run_1/placement.png
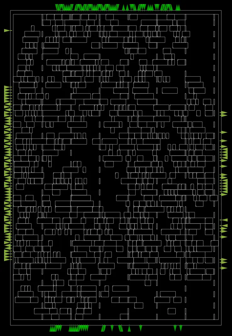
run_1/clk_routes.png
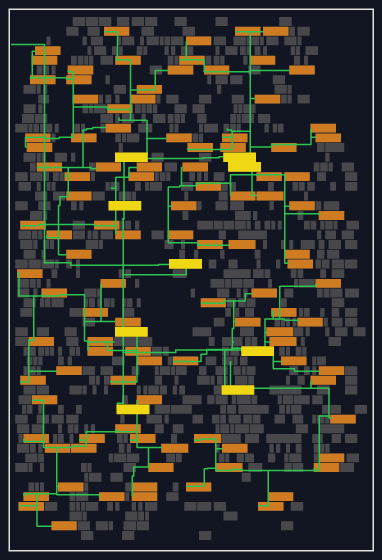
run_1/placement_by_type.png
Scale bar: 20 µm. Fill, decap, tap and diode cells in gray.
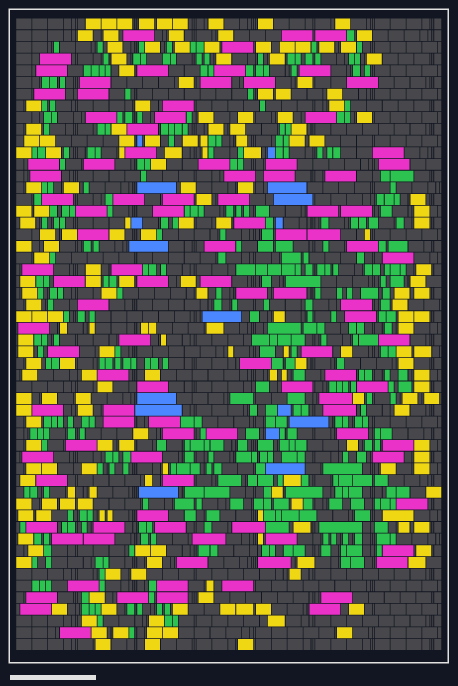
run_1/power_grid.png
Pins as bars on the die edge. Tap cells in gray.
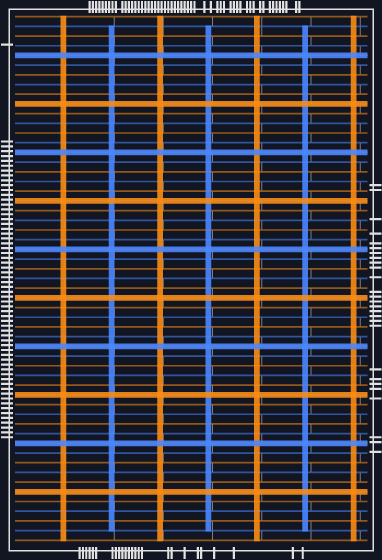
<file path="src/rtl/matmul_ctrl.sv">
// Sequencer for a MAC array: per output column it clears the accumulators, streams K
// operand beats from the input/weight buffers, waits for the result and hands it out.
module matmul_ctrl #(
    parameter int unsigned DATA_WIDTH   = 8,
    parameter int unsigned OUTPUT_WIDTH = 8,
    parameter int unsigned MAC_NUM      = 8,
    parameter int unsigned K_WIDTH      = 5,
    parameter int unsigned N_WIDTH      = 4,
    parameter int unsigned WADDR_WIDTH  = 8,
    parameter int unsigned TIMEOUT      = 32
) (
    input  logic                            clk_i,
    input  logic                            rst_i,
    input  logic                            start_i,
    input  logic                            abort_i,
    input  logic [K_WIDTH-1:0]              cfg_k_i,
    input  logic [N_WIDTH-1:0]              cfg_n_i,
    output logic                            busy_o,
    output logic                            done_o,
    output logic                            err_o,
    output logic                            buf_rd_o,
    output logic [K_WIDTH-1:0]              din_addr_o,
    output logic [WADDR_WIDTH-1:0]          win_addr_o,
    output logic                            mac_clear_o,
    output logic                            mac_en_o,
    output logic                            mac_valid_o,
    output logic                            mac_last_o,
    input  logic                            mac_done_i,
    input  logic [OUTPUT_WIDTH*MAC_NUM-1:0] matmul_i,
    output logic                            res_valid_o,
    input  logic                            res_ready_i,
    output logic [OUTPUT_WIDTH*MAC_NUM-1:0] res_data_o,
    output logic [N_WIDTH-1:0]              res_col_o
);

    // Operands flow buffer->MAC directly, so DATA_WIDTH only documents the datapath.
    localparam int unsigned ResW = OUTPUT_WIDTH * MAC_NUM + 0 * DATA_WIDTH;
    localparam int unsigned TW   = $clog2(TIMEOUT) + 1;

    typedef enum logic [2:0] {
        StIdle,
        StClear,
        StFeed,
        StWait,
        StOut
    } state_e;

    state_e                 state_q, state_d;
    logic [K_WIDTH-1:0]     klat_q, klat_d;
    logic [N_WIDTH-1:0]     nlat_q, nlat_d;
    logic [K_WIDTH-1:0]     k_q, k_d;
    logic [N_WIDTH-1:0]     n_q, n_d;
    logic [WADDR_WIDTH-1:0] waddr_q, waddr_d;
    logic [TW-1:0]          tcnt_q, tcnt_d;
    logic                   err_q, err_d;
    logic                   done_q, done_d;
    logic                   valid_q, valid_d;
    logic                   last_q, last_d;
    logic [ResW-1:0]        rdata_q, rdata_d;
    logic [N_WIDTH-1:0]     rcol_q, rcol_d;

    logic cfg_legal;
    logic k_last;
    logic n_last;

    assign cfg_legal = (cfg_k_i != '0) && (32'(cfg_k_i) <= 32'd16) && (cfg_n_i != '0);
    assign k_last    = (k_q == klat_q - K_WIDTH'(1));
    assign n_last    = (n_q == nlat_q - N_WIDTH'(1));

    always_comb begin
        state_d = state_q;
        klat_d  = klat_q;
        nlat_d  = nlat_q;
        k_d     = k_q;
        n_d     = n_q;
        waddr_d = waddr_q;
        tcnt_d  = tcnt_q;
        err_d   = err_q;
        done_d  = 1'b0;
        rdata_d = rdata_q;
        rcol_d  = rcol_q;
        valid_d = (state_q == StFeed);
        last_d  = (state_q == StFeed) && k_last;

        unique case (state_q)
            StIdle: begin
                if (start_i) begin
                    klat_d  = cfg_k_i;
                    nlat_d  = cfg_n_i;
                    n_d     = '0;
                    k_d     = '0;
                    // Weight addresses are contiguous across columns, so one running count suffices.
                    waddr_d = '0;
                    if (cfg_legal) begin
                        err_d   = 1'b0;
                        state_d = StClear;
                    end else begin
                        err_d  = 1'b1;
                        done_d = 1'b1;
                    end
                end
            end
            StClear: begin
                k_d     = '0;
                state_d = StFeed;
            end
            StFeed: begin
                k_d     = k_q + K_WIDTH'(1);
                waddr_d = waddr_q + WADDR_WIDTH'(1);
                if (k_last) begin
                    tcnt_d  = '0;
                    state_d = StWait;
                end
            end
            StWait: begin
                if (mac_done_i) begin
                    rdata_d = matmul_i;
                    rcol_d  = n_q;
                    state_d = StOut;
                end else if (tcnt_q == TW'(TIMEOUT - 1)) begin
                    err_d   = 1'b1;
                    done_d  = 1'b1;
                    state_d = StIdle;
                end else begin
                    tcnt_d = tcnt_q + TW'(1);
                end
            end
            StOut: begin
                if (res_ready_i) begin
                    if (n_last) begin
                        done_d  = 1'b1;
                        state_d = StIdle;
                    end else begin
                        n_d     = n_q + N_WIDTH'(1);
                        state_d = StClear;
                    end
                end
            end
            default: state_d = StIdle;
        endcase

        // Abort wins over everything that happened above and leaves err untouched.
        if (abort_i && (state_q != StIdle)) begin
            state_d = StIdle;
            done_d  = 1'b0;
            err_d   = err_q;
            valid_d = 1'b0;
            last_d  = 1'b0;
            rdata_d = rdata_q;
            rcol_d  = rcol_q;
        end
    end

    always_ff @(posedge clk_i) begin
        if (rst_i) begin
            state_q <= StIdle;
            klat_q  <= '0;
            nlat_q  <= '0;
            k_q     <= '0;
            n_q     <= '0;
            waddr_q <= '0;
            tcnt_q  <= '0;
            err_q   <= 1'b0;
            done_q  <= 1'b0;
            valid_q <= 1'b0;
            last_q  <= 1'b0;
            rdata_q <= '0;
            rcol_q  <= '0;
        end else begin
            state_q <= state_d;
            klat_q  <= klat_d;
            nlat_q  <= nlat_d;
            k_q     <= k_d;
            n_q     <= n_d;
            waddr_q <= waddr_d;
            tcnt_q  <= tcnt_d;
            err_q   <= err_d;
            done_q  <= done_d;
            valid_q <= valid_d;
            last_q  <= last_d;
            rdata_q <= rdata_d;
            rcol_q  <= rcol_d;
        end
    end

    assign busy_o      = (state_q != StIdle);
    assign done_o      = done_q;
    assign err_o       = err_q;
    assign buf_rd_o    = (state_q == StFeed);
    assign din_addr_o  = k_q;
    assign win_addr_o  = waddr_q;
    assign mac_clear_o = (state_q == StClear);
    assign mac_en_o    = (state_q == StClear) || (state_q == StFeed) || (state_q == StWait);
    assign mac_valid_o = valid_q;
    assign mac_last_o  = last_q;
    assign res_valid_o = (state_q == StOut);
    assign res_data_o  = rdata_q;
    assign res_col_o   = rcol_q;

endmodule

</file>
<file path="config.mk">
export PLATFORM = sky130hd
export DESIGN_NAME = matmul_ctrl
export DESIGN_NICKNAME = d
export VERILOG_FILES = /design/src/rtl/matmul_ctrl.sv
export SDC_FILE = /design/constraint.sdc
export NUM_CORES = 1
export LEC_CHECK = 0
export CORE_ASPECT_RATIO = 1.5
export CORE_MARGIN = 1
export CORE_UTILIZATION = 30
export CTS_CLUSTER_SIZE = 12
export DETAILED_ROUTE_END_ITERATION = 8
export GPL_ROUTABILITY_DRIVEN = 0
export GPL_TIMING_DRIVEN = 0
export PLACE_DENSITY_LB_ADDON = 0.1
export SYNTH_ARGS = -nofsm -noshare
export SYNTH_HDL_FRONTEND = slang
export SYNTH_SLANG_ARGS = --single-unit
</file>
<file path="constraint.sdc">
create_clock -name clk_i -period 1.9 [get_ports clk_i]
set_input_delay 0.38 -clock clk_i [delete_from_list [all_inputs] [get_ports clk_i]]
set_output_delay 0.38 -clock clk_i [all_outputs]
set_load 0.02 [all_outputs]
</file>
==> impl_metrics.ini, run 1 <==
; synthesis and place-and-route metrics
[status]
run_status = completed

[cells_and_area]
num-nets-final = 812
sh_seq_area_pct = 31.44
most_frequently_placed_logic_cell_in_the_final_layout = sky130_fd_sc_hd__nand2_1
non_clock_buffers_area_share_pct = 28.42
layout.area.comb_mm2 = 0.002166

[sta]
clock_skew_ps = 5.429
slew_headroom_pct = 53.48
min_period_over_period_pct = 98.27

[logic_synthesis]
synth.top_cells.by_count = sky130_fd_sc_hd__nand2_1, sky130_fd_sc_hd__dfxtp_1, sky130_fd_sc_hd__a21oi_1, sky130_fd_sc_hd__nor2_1, sky130_fd_sc_hd__clkbuf_1
top_cell = sky130_fd_sc_hd__nand2_1
yosys.area_share.simple_pct = 24.03
yosys_area_mm2 = 0.004468
mux_share_pct = 1.064
synth.yosys.warnings = 0

[power_and_ir_drop]
power.sequential.total_uw = 2290
power.ir.vdd_worst_mv = 0.5430
comb-power_uw = 527
power.share.clock_pct = 40.0
switchingPower_uw = 1123
power.internal_uw = 3574

[detailed_routing]
detail_route.vias_per_cell = 4.636
vias = 4302

[critical_path]
crit_start_category = flop

[grt]
grt_antenna_before_repair = 0
vias_in_the_first_global_route = 4234

[clock_network]
cts_tree = yes
cts.htree.levels = 3
cts_resized = 32
cts-hold-fix-buffers = 0
max-clock-path-buffers = 2

[place]
io_buffer_count = 168

[run]
max_cap_violations = 0

[floorplan]
num_tap_cells = 196
About placement.png:
Placement Rows: 54
filler-free cell count of the finished design: 928
FFs & Latches: 107
final-layout fill cell count: 1466

About clk_routes.png:
[orange] flip-flops | count: 107
[green] clock wires | length: 1390 µm
[yellow] clock drivers | count: 9
flops lie	spread over the die
routed clock nets	10
clk_lat worst skew: 340 ps
reported clock group power: 1880 µW

About placement_by_type.png:
color	class	cells	share of their area
green	combinational and other logic	401	33%
yellow	other buffers and delay cells	208	29%
blue	clock drivers and dummy loads	16	4.5%
magenta	flops	107	33%

About power_grid.png:
color	net
blue	VDD
orange	VSS
met5 straps	10
met4 straps	7
tap cells	196

## run 1: path summary, 6_finish.rpt
kind / from / endpoint / slack, ps / cells after the start
max: klat_q[1]$_SDFFE_PP0P_ / tcnt_q[1]$_SDFFE_PP0P_ / 30 / 7
min: res_data_o[46]$_SDFFE_PP0P_ / res_data_o[46]$_SDFFE_PP0P_ / 450 / 2
max reg2reg: klat_q[1]$_SDFFE_PP0P_ / tcnt_q[1]$_SDFFE_PP0P_ / 30 / 7
min reg2reg: res_data_o[46]$_SDFFE_PP0P_ / res_data_o[46]$_SDFFE_PP0P_ / 450 / 2
## run 1: registers in the layout, indices dropped and copies added (netlist names)
| signal | count |
|---|---|
| tcnt_q | 6 |
| n_q | 4 |
| res_data_o | 64 |
| mac_valid_o | 1 |
| mac_last_o | 1 |
| res_col_o | 4 |
| state_q | 3 |
| nlat_q | 4 |
| din_addr_o | 5 |
| done_o | 1 |
| win_addr_o | 8 |
| klat_q | 5 |
| err_o | 1 |
## run 1: stage by stage
stage                     setup slack (ps)  cell area [µm²]  hold slack, ps  total power [µW]  std cells
final                                32.90             6842           453.6              4698        928
after global routing                -37.86             6842           473.8              4908        928
after CTS                            4.982             6777           457.4              4749        925
after detailed placement            -465.0             6397           447.6              2838        905
after global placement              -468.6             6397           441.9              2831        905
after floorplan                      25.18             4471           447.8              2568        541
## run 1: metal layers
| layer | share of wire, % | track usage (%) |
|---|---|---|
| met5 | 0 | 0 |
| met4 | 1.4 | 5.652 |
| met3 | 6.0 | 5.275 |
| met2 | 52 | 31.39 |
| met1 | 40 | 19.63 |
## run 1: worst max-delay path, delay by kind of cell, from the launching register on
kind	cells	cell delay, ps
fa+ha+maj	1	160
flops	1	350
simple gates	1	220
buf+inv	1	40
compound gates	4	990
run_1/layer_met2.png
Scale bar: 20 µm.
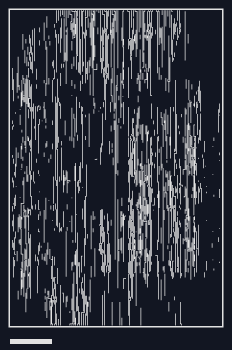

==> run 2: changes to the inputs <==
- CTS_BUF_LIST: unset -> sky130_fd_sc_hd__clkbuf_16
- clock period: 1.9 -> 2.25 ns (I/O delays scaled with it)
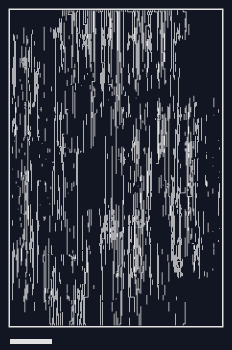
run_2/layer_met2.png
Scale bar: 20 µm.
longest straight run	61.9 µm
share of all routed wire	53%
nets with wire on the layer	679
main direction	vertical

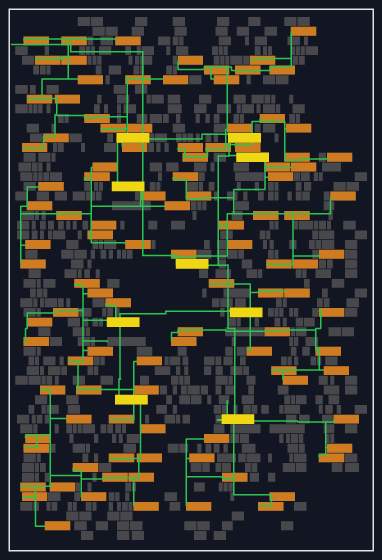
run_2/clk_routes.png
[green] clock wires | length: 1430 µm
[yellow] clock drivers | count: 9
[orange] flip-flops | count: 107
routed clock nets	10
clk_lat worst skew: 350 ps
Final Skew: 7.276 ps
power share of the clock group: 43.2%
reported clock group power: 1780 µW

==> run 2 against run 1 <==
  * Via count decreased by 1.2%
  * Clock skew increased by 1.8 ps
  * Cell count decreased by 0.97%
  * Sequential power decreased by 16%
  * Register-to-register slack improved by 110 ps
  * Critical path type is now reg -> out
  * Critical endpoint is now buf_rd_o
  * Largest cell class is now sequential cells
  * Largest power group unchanged
  * Highest routed layer unchanged
==> impl_metrics.ini, run 2 <==
; synthesis and place-and-route metrics
[status]
run_status = completed

[clock_network]
total_cts_buffers = 9
max-clock-path-buffers = 2
cts_resized = 5
cts-hold-fix-buffers = 0
cts.htree.levels = 3

[power_and_ir_drop]
power.internal_uw = 3205
seq_power_share_pct = 46.9
total_power_uw = 4124
switchingPower_uw = 918.8
power.ir.vdd_worst_mv = 0.3289

[critical_path]
r2r_setup_slack_ps = 140
crit_start_category = flop
critical_path_buf_inv_count = 3
timing.rr.start = klat_q[0]$_SDFFE_PP0P_
critPathTopFamily = buffers and inverters
setup.worst_path.start = state_q[0]$_SDFFE_PP0P_

[cells_and_area]
final_cells = 919
fin_area_mm2 = 0.006719
num-nets-final = 805
filler_cell_count = 1485
most_frequently_placed_logic_cell_in_the_final_layout = sky130_fd_sc_hd__nand2_1

[logic_synthesis]
top_cell = sky130_fd_sc_hd__nand2_1
synth.top_cells.by_count = sky130_fd_sc_hd__nand2_1, sky130_fd_sc_hd__dfxtp_1, sky130_fd_sc_hd__a21oi_1, sky130_fd_sc_hd__nor2_1, sky130_fd_sc_hd__clkbuf_1

[place]
post_dp_cell_area_mm2 = 0.006395
place_worst_setup_slack_ps = -205.8
io_buffer_count = 168
numPlacedInstances = 905

[sta]
slew_headroom_pct = 56.65
min_period_over_period_pct = 97.02
setup_ws_ps = 67.16
final_hold_slack_ps = 454.1

[worst_hold_path]
holdCritStartpoint = res_data_o[51]$_SDFFE_PP0P_

[grt]
vias_in_the_first_global_route = 4230
grt_antenna_before_repair = 0

[detailed_routing]
vias = 4252
detail_route.vias_per_cell = 4.627

[run]
max_cap_violations = 0
run 2: layout make-up:
| cell class | instances | area, µm² | area share [%] |
|---|---|---|---|
| multi-input combinational | 392 | 2111 | 31.42 |
| inverter | 9 | 35.03 | 0.5214 |
| clock inverter | 5 | 102.6 | 1.527 |
| tap | 196 | 245.2 | 3.650 |
| buffer | 33 | 182.7 | 2.719 |
| clock buffer | 9 | 225.2 | 3.352 |
| sequential | 107 | 2142 | 31.88 |
| timing repair buffer | 168 | 1675 | 24.93 |
run 2: power by group through the flow:
stage | clock network, µW | registers (µW) | logic (µW)
after floorplan | 0 | 1980 | 189
after global placement | 0 | 1980 | 413
after detailed placement | 0 | 1980 | 416
after CTS | 1840 | 1930 | 414
after global routing | 1900 | 1940 | 446
final | 1780 | 1930 | 410
run 2: path summary, 6_finish.rpt:
| path | endpoint | cells after the start |
|---|---|---|
| setup / recovery | buf_rd_o | 4 |
| hold / removal | res_data_o[51]$_SDFFE_PP0P_ | 2 |
| setup reg to reg | tcnt_q[2]$_SDFFE_PP0P_ | 7 |
| hold reg to reg | res_data_o[51]$_SDFFE_PP0P_ | 2 |
run 2: cell families after synthesis:
group                      after synthesis  share of synthesized area (%)
DFF                                    107                          47.94
adders and majority gates                6                          1.680
AOI/OAI and AO/OA                      119                          16.19
xor gates and xnor gates                20                          4.228
and+or+nand+nor                        243                          24.03
buffers and inverters                   42                          4.872
muxes                                    4                          1.064
run 2: per-layer routing:
| layer | global-route usage (%) | up-vias | wire length [µm] |
|---|---|---|---|
| met5 | 0 | - | 0 |
| met3 | 5.229 | 18 | 846 |
| met2 | 32.33 | 115 | 6951 |
| li1 | - | 2169 | - |
| met4 | 6.667 | 0 | 279 |
| met1 | 17.93 | 1950 | 5041 |
Power is estimated from default activity; no workload was simulated.
